### src/rtl/inert_spi_pkg.sv
// Shared register map and frame constants for the inertial-sensor SPI responder.
package inert_spi_pkg;

    localparam logic [6:0] ADDR_INT1_CTRL = 7'h0D;
    localparam logic [6:0] ADDR_WHO_AM_I  = 7'h0F;
    localparam logic [6:0] ADDR_CTRL1_XL  = 7'h10;
    localparam logic [6:0] ADDR_CTRL2_G   = 7'h11;
    localparam logic [6:0] ADDR_CTRL3     = 7'h14;
    localparam logic [6:0] ADDR_OUTX_L_G  = 7'h22;
    localparam logic [6:0] ADDR_OUTX_H_G  = 7'h23;
    localparam logic [6:0] ADDR_OUTZ_L_XL = 7'h2C;
    localparam logic [6:0] ADDR_OUTZ_H_XL = 7'h2D;

    localparam int         RW_BIT    = 15;
    localparam int         FRAME_LEN = 16;
    localparam logic [4:0] FRAME_CNT = 5'(FRAME_LEN);

endpackage

### src/rtl/spi_resp_phy.sv
// SPI responder physical layer: input synchronizers, edge detection,
// receive/transmit shift registers and the per-frame bit counter.
module spi_resp_phy
    import inert_spi_pkg::*;
(
    input  logic        clk,
    input  logic        rst_n,
    input  logic        ss_n,
    input  logic        sclk,
    input  logic        mosi,
    input  logic        tx_load,
    input  logic [7:0]  tx_data,
    output logic        miso,
    output logic        cmd_rdy,
    output logic        frame_done,
    output logic        ss_idle,
    output logic [4:0]  count,
    output logic [15:0] rx
);

    logic [2:0] ss_sync;
    logic [2:0] sclk_sync;
    logic [2:0] mosi_sync;
    logic       ss_fall;
    logic       ss_rise;
    logic       sclk_rise;
    logic       sclk_fall;
    logic [7:0] tx_reg;
    logic       rd_active;
    logic       skip_fall;

    always_ff @(posedge clk or negedge rst_n) begin
        if (!rst_n) begin
            ss_sync   <= 3'b111;
            sclk_sync <= 3'b111;
            mosi_sync <= 3'b000;
        end else begin
            ss_sync   <= {ss_sync[1:0], ss_n};
            sclk_sync <= {sclk_sync[1:0], sclk};
            mosi_sync <= {mosi_sync[1:0], mosi};
        end
    end

    assign ss_fall    = ss_sync[2] & ~ss_sync[1];
    assign ss_rise    = ~ss_sync[2] & ss_sync[1];
    assign sclk_rise  = ~sclk_sync[2] & sclk_sync[1];
    assign sclk_fall  = sclk_sync[2] & ~sclk_sync[1];
    assign ss_idle    = ss_sync[2];
    assign frame_done = ss_rise;

    // Count saturates one past a full frame so over-clocked frames never look complete.
    always_ff @(posedge clk or negedge rst_n) begin
        if (!rst_n) begin
            count   <= 5'd0;
            rx      <= 16'd0;
            cmd_rdy <= 1'b0;
        end else begin
            cmd_rdy <= sclk_rise && !ss_sync[2] && (count == 5'd7);
            if (ss_fall) begin
                count <= 5'd0;
                rx    <= 16'd0;
            end else if (sclk_rise && !ss_sync[2]) begin
                if (count < FRAME_CNT)
                    rx <= {rx[14:0], mosi_sync[2]};
                if (count <= FRAME_CNT)
                    count <= count + 5'd1;
            end
        end
    end

    // The master samples on SCLK rise, so bit 7 must survive the first fall after loading.
    always_ff @(posedge clk or negedge rst_n) begin
        if (!rst_n) begin
            tx_reg    <= 8'd0;
            rd_active <= 1'b0;
            skip_fall <= 1'b0;
        end else if (ss_fall || ss_rise) begin
            tx_reg    <= 8'd0;
            rd_active <= 1'b0;
            skip_fall <= 1'b0;
        end else if (tx_load) begin
            tx_reg    <= tx_data;
            rd_active <= 1'b1;
            skip_fall <= 1'b1;
        end else if (sclk_fall && rd_active) begin
            if (skip_fall)
                skip_fall <= 1'b0;
            else
                tx_reg <= {tx_reg[6:0], 1'b0};
        end
    end

    assign miso = rd_active & tx_reg[7];

endmodule

### src/rtl/inert_spi_resp.sv
// Inertial-sensor emulator: config register file, periodic sample snapshots
// and the INT line, served over a 16-bit SPI frame.
module inert_spi_resp
    import inert_spi_pkg::*;
#(
    parameter logic [15:0] INT_PERIOD   = 16'd4096,
    parameter logic [7:0]  WHO_AM_I_VAL = 8'h6A
) (
    input  logic        clk,
    input  logic        rst_n,
    input  logic        SS_n,
    input  logic        SCLK,
    input  logic        MOSI,
    output logic        MISO,
    input  logic [15:0] ptch_rt,
    input  logic [15:0] az,
    output logic        INT
);

    logic        cmd_rdy;
    logic        frame_done;
    logic        ss_idle;
    logic [4:0]  count;
    logic [15:0] rx;
    logic        tx_load;
    logic [7:0]  tx_data;

    logic [7:0]  int1_ctrl;
    logic [7:0]  ctrl1_xl;
    logic [7:0]  ctrl2_g;
    logic [7:0]  ctrl3;
    logic [15:0] snap_ptch;
    logic [15:0] snap_az;
    logic [15:0] timer;
    logic        pending;

    logic        enable;
    logic        wrap;
    logic        full_frame;
    logic        wr_commit;
    logic        int_clear;
    logic        capture;

    spi_resp_phy u_phy (
        .clk        (clk),
        .rst_n      (rst_n),
        .ss_n       (SS_n),
        .sclk       (SCLK),
        .mosi       (MOSI),
        .tx_load    (tx_load),
        .tx_data    (tx_data),
        .miso       (MISO),
        .cmd_rdy    (cmd_rdy),
        .frame_done (frame_done),
        .ss_idle    (ss_idle),
        .count      (count),
        .rx         (rx)
    );

    // At cmd_rdy the command byte still sits in rx[7:0].
    assign tx_load = cmd_rdy && rx[RW_BIT-8];

    always_comb begin
        tx_data = 8'h00;
        case (rx[6:0])
            ADDR_INT1_CTRL: tx_data = int1_ctrl;
            ADDR_CTRL1_XL:  tx_data = ctrl1_xl;
            ADDR_CTRL2_G:   tx_data = ctrl2_g;
            ADDR_CTRL3:     tx_data = ctrl3;
            ADDR_WHO_AM_I:  tx_data = WHO_AM_I_VAL;
            ADDR_OUTX_L_G:  tx_data = snap_ptch[7:0];
            ADDR_OUTX_H_G:  tx_data = snap_ptch[15:8];
            ADDR_OUTZ_L_XL: tx_data = snap_az[7:0];
            ADDR_OUTZ_H_XL: tx_data = snap_az[15:8];
            default:        tx_data = 8'h00;
        endcase
    end

    assign enable     = int1_ctrl[1] && (ctrl2_g != 8'd0);
    assign wrap       = enable && (timer == INT_PERIOD - 16'd1);
    assign full_frame = frame_done && (count == FRAME_CNT);
    assign wr_commit  = full_frame && !rx[RW_BIT];
    assign int_clear  = full_frame && rx[RW_BIT] && (rx[14:8] == ADDR_OUTX_L_G);
    // Snapshots only move while no frame is in flight; a deferred sample lands on SS_n rise.
    assign capture    = enable && (wrap || pending) && (ss_idle || frame_done);

    always_ff @(posedge clk or negedge rst_n) begin
        if (!rst_n) begin
            int1_ctrl <= 8'h00;
            ctrl1_xl  <= 8'h00;
            ctrl2_g   <= 8'h00;
            ctrl3     <= 8'h00;
        end else if (wr_commit) begin
            case (rx[14:8])
                ADDR_INT1_CTRL: int1_ctrl <= rx[7:0];
                ADDR_CTRL1_XL:  ctrl1_xl  <= rx[7:0];
                ADDR_CTRL2_G:   ctrl2_g   <= rx[7:0];
                ADDR_CTRL3:     ctrl3     <= rx[7:0];
                default: ;
            endcase
        end
    end

    always_ff @(posedge clk or negedge rst_n) begin
        if (!rst_n) begin
            timer     <= 16'd0;
            pending   <= 1'b0;
            INT       <= 1'b0;
            snap_ptch <= 16'd0;
            snap_az   <= 16'd0;
        end else begin
            if (!enable || wrap)
                timer <= 16'd0;
            else
                timer <= timer + 16'd1;

            pending <= enable && (wrap || pending) && !(ss_idle || frame_done);

            if (capture) begin
                snap_ptch <= ptch_rt;
                snap_az   <= az;
            end

            // Capture is checked before clear so a sample arriving with the clear keeps INT high.
            if (!enable)
                INT <= 1'b0;
            else if (capture)
                INT <= 1'b1;
            else if (int_clear)
                INT <= 1'b0;
        end
    end

endmodule

### config.mk
export PLATFORM = sky130hd
export DESIGN_NAME = inert_spi_resp
export DESIGN_NICKNAME = d
export VERILOG_FILES = /design/src/rtl/inert_spi_pkg.sv /design/src/rtl/spi_resp_phy.sv /design/src/rtl/inert_spi_resp.sv
export SDC_FILE = /design/constraint.sdc
export NUM_CORES = 1
export LEC_CHECK = 0
export CAP_MARGIN = 20
export CORE_MARGIN = 4
export CORE_UTILIZATION = 64
export DETAILED_ROUTE_END_ITERATION = 8
export DONT_BUFFER_PORTS = 1
export HOLD_SLACK_MARGIN = 0.12
export PLACE_DENSITY = 0.86
export SLEW_MARGIN = 20
export SYNTH_ARGS = -nofsm -noshare
export SYNTH_HDL_FRONTEND = slang
export SYNTH_SLANG_ARGS = --single-unit
### constraint.sdc
create_clock -name clk -period 5 [get_ports clk]
set_clock_uncertainty 0.1 [all_clocks]
set_input_delay 0.75 -clock clk [delete_from_list [all_inputs] [get_ports clk]]
set_output_delay 0.75 -clock clk [all_outputs]
set_load 0.05 [all_outputs]
==> run_1/zoom.png <==
Window x 31 to 71, y 31 to 71 um. Cells in grey, sequential cells in the stronger grey; small squares are vias.
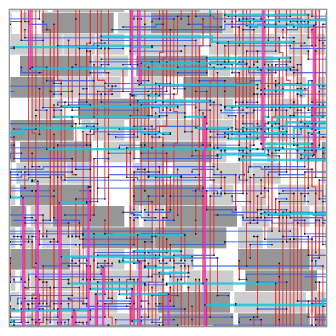
- met4: magenta
- met3: cyan
- met2: red
- met1: blue
- cells with their middle in the window: 125
- most frequent: dfrtp_1 (22), nand2_1 (21), mux2_2 (14)
- netlist names of flops here include: `ctrl2_g` (8), `u_phy.rx` (6), `ctrl1_xl` (3)
- sequential cells in the window: 22

==> run_1/clock_map.png <==
Bar = 20 um.
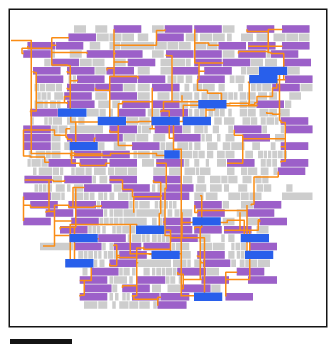
- clock wires: orange (length 1470 um)
- cells driving clock nets: blue (count 17)
- flip-flops: purple (count 123)
- routed clock nets: 18
- flops lie: all over the die

==> run_1/final_clocks.png <==
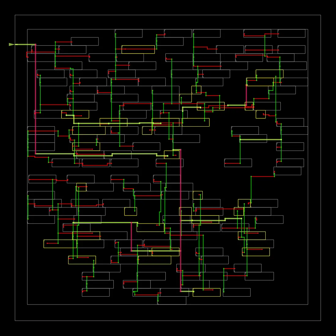
TritonCTS Buffers: 17
FFs & Latches: 123
Late-Pin Clk Latency: 0.52 ns

==> git commit body, run 1 <==
Store results of the implementation flow

- The flow ran to the end, and the final reports show no timing, DRC or antenna violations.
- In the power breakdown, the internal column shows roughly 1.9 mW.
* End point of the critical path: ctrl3[7]
* Vertical extent of the die: a little over 100 um
* Data required time at the worst endpoint: about 5.3 ns
- The initial antenna violation count came to 0.
* Critical path type: register to register
- For this run, the detailed router's first-pass iteration total came to 5.
* Core utilization at floorplan: 0.659
* Leakage: between 2 and 3 nW
- Clock network power consumption: between 1 and 1.5 mW
- The critical path runs through a total of 7 cells.
- The script reports the combined buffer and inverter count of the critical path as 1.
- Post-synthesis chip area from yosys: 0.00574 mm2
- between 300 and 400 cells are multi-input combinational gates.
* Met1 usage in global routing: 0.365
* Async set-reset flop share out of synthesis: 1.00
- The share of total power dissipated in the clock network is 0.537.
- In the placement report, post-DP HPWL is listed as about 8600 um.
- Combinational power: around 0.1 mW
- TritonRoute output was used to compute an average wire per cell of between 20 and 25 um.
- Switching power of the nets: about 0.58 mW
- Largest type area fraction: 0.510
- Post-synth regs: 123
- Width of the chip: around 100 um
- Per report_power, the Sequential row totals between 1 and 1.5 mW.
- Per the GRT congestion report, total overflow comes to 0.
- Fin crit period: a little under 3 ns
* Proportion of cell area occupied by registers: 0.479
* Number of levels the H-tree was split into: 4
- RR Startpoint: u_phy.count[0]
## run 1: metrics by stage
| stage | power, mW | utilization | setup slack [ns] | area [um2] | hold slack, ns |
|---|---|---|---|---|---|
| 6_report | 2.48 | 0.739 | 2.05 | 6450 | 0.101 |
| 5_1_grt | 2.55 | 0.739 | 1.93 | 6450 | 0.134 |
| 4_1_cts | 2.48 | 0.739 | 1.89 | 6440 | 0.121 |
| 3_5_place_dp | 1.14 | 0.660 | 1.95 | 5750 | 0.236 |
| 3_3_place_gp | 1.13 | 0.660 | 2.17 | 5750 | 0.232 |
| 2_1_floorplan | 1.12 | - | 2.54 | 5740 | 0.231 |
==> run_1/met3.png <==
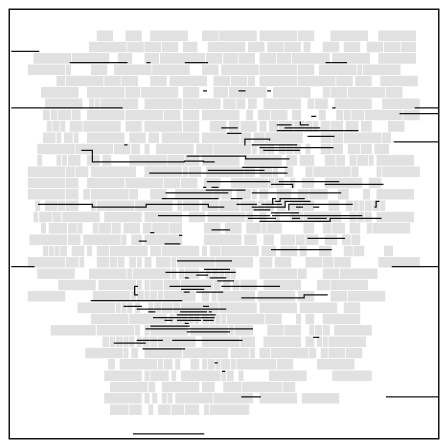

--- run 2 (diff from run 1) ---
CORE_UTILIZATION = 63   (was 64)
PLACE_DENSITY = 0.85   (was 0.86)
clock period = 2.85 ns   (was 5 ns; I/O delays follow)
==> run_2/met3.png <==
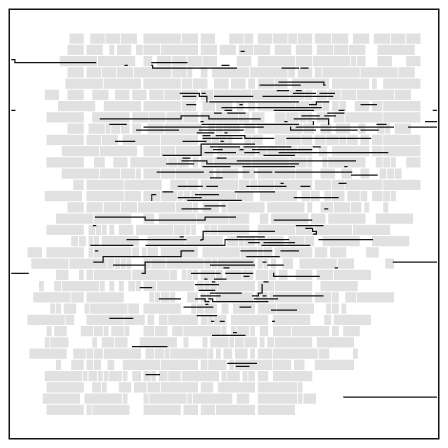
- main direction: horizontal
- share of all routed wire: 8.6%

==> run 2 against run 1 <==
First-iteration DRC count grew 48%. Sequential power grew 76%. The flow now finishes with violations (hold timing). Largest power group unchanged. Core utilization grew 3.1 points.
==> git commit body, run 2 <==
Store results of the implementation flow

- The run finished, with violations left.
- The checks that failed: hold timing.
- Per the post-run analysis, buffers plus inverters along the critical path come to 1.
- Final hold viol count: ~120
* Data required time at the worst endpoint: between 3 and 4 ns
- Summed area of non-filler cells in the final layout: slightly below 0.007 mm2
- Instance count on the critical path: 7
- Global-route congestion overflow total: 0
* Number of levels the H-tree was split into: 4
- End point of the critical path: ctrl3[2]
* Placed instance area: roughly 0.006 mm2
* Multi-input comb cells: 348
* RR Startpoint: u_phy.count[1]
- Vertical extent of the die: 103 um
- Fin crit period: approximately 2.7 ns
- Post-synthesis chip area from yosys: 0.00574 mm2
- The most critical hold endpoint after final layout shows a slack of -0.504 ns.
- The CTS report gives the tree buffer count as 17.
- Headroom to the max-slew limit came out at 0.471.
- Worst slack at placement: 0.170 ns
- Late-Pin Clk Latency: around 0.52 ns
- Synthesis inferred approximately 120 register bits.
- According to the report, the first pass of detailed routing completed in 9 iterations.
- Dpl hpwl: 8170 um
- Async set-reset flop share out of synthesis: 1.00
* Tap Cells: around 110
- Dividing the detail-routed wire length by the instance count gives roughly 22 um.
- Leakage: approximately 2.9 nW
- Setup slack closes at approximately 0.13 ns.
- By startpoint and endpoint, the worst setup path is classified as register to register.
* Core utilization at floorplan: 0.652
* FFs & Latches: 123
- Total Power Consumption: a little over 4 mW
* Met1 usage in global routing: 0.377
==> run 2: cell count changes in the layout (fill, tap and decap cells not counted), moves of 2 or more <==
| cell | change |
|---|---|
| dlygate4sd3_1 | +33 |
| clkinv_2 | +2 |
| buf_4 | +9 |
| clkbuf_8 | +2 |
| clkinvlp_4 | +2 |
| bufinv_16 | -2 |
| inv_8 | -4 |
==> run 2: repair_timing <==
item                       4_1_cts  5_1_grt
setup endpoints to repair        0        3
resized                          0        1
hold endpoints to repair       158      123
==> run 2: where the power goes <==
part           switching [mW]  total [mW]  internal [mW]  leakage (nW)
sequential             0.0328        1.83           1.80          1.61
clock                   0.813        2.11           1.30         0.279
combinational          0.0961       0.191         0.0952          1.03
Power figures rest on the tool's default switching activity, not on a simulated workload.
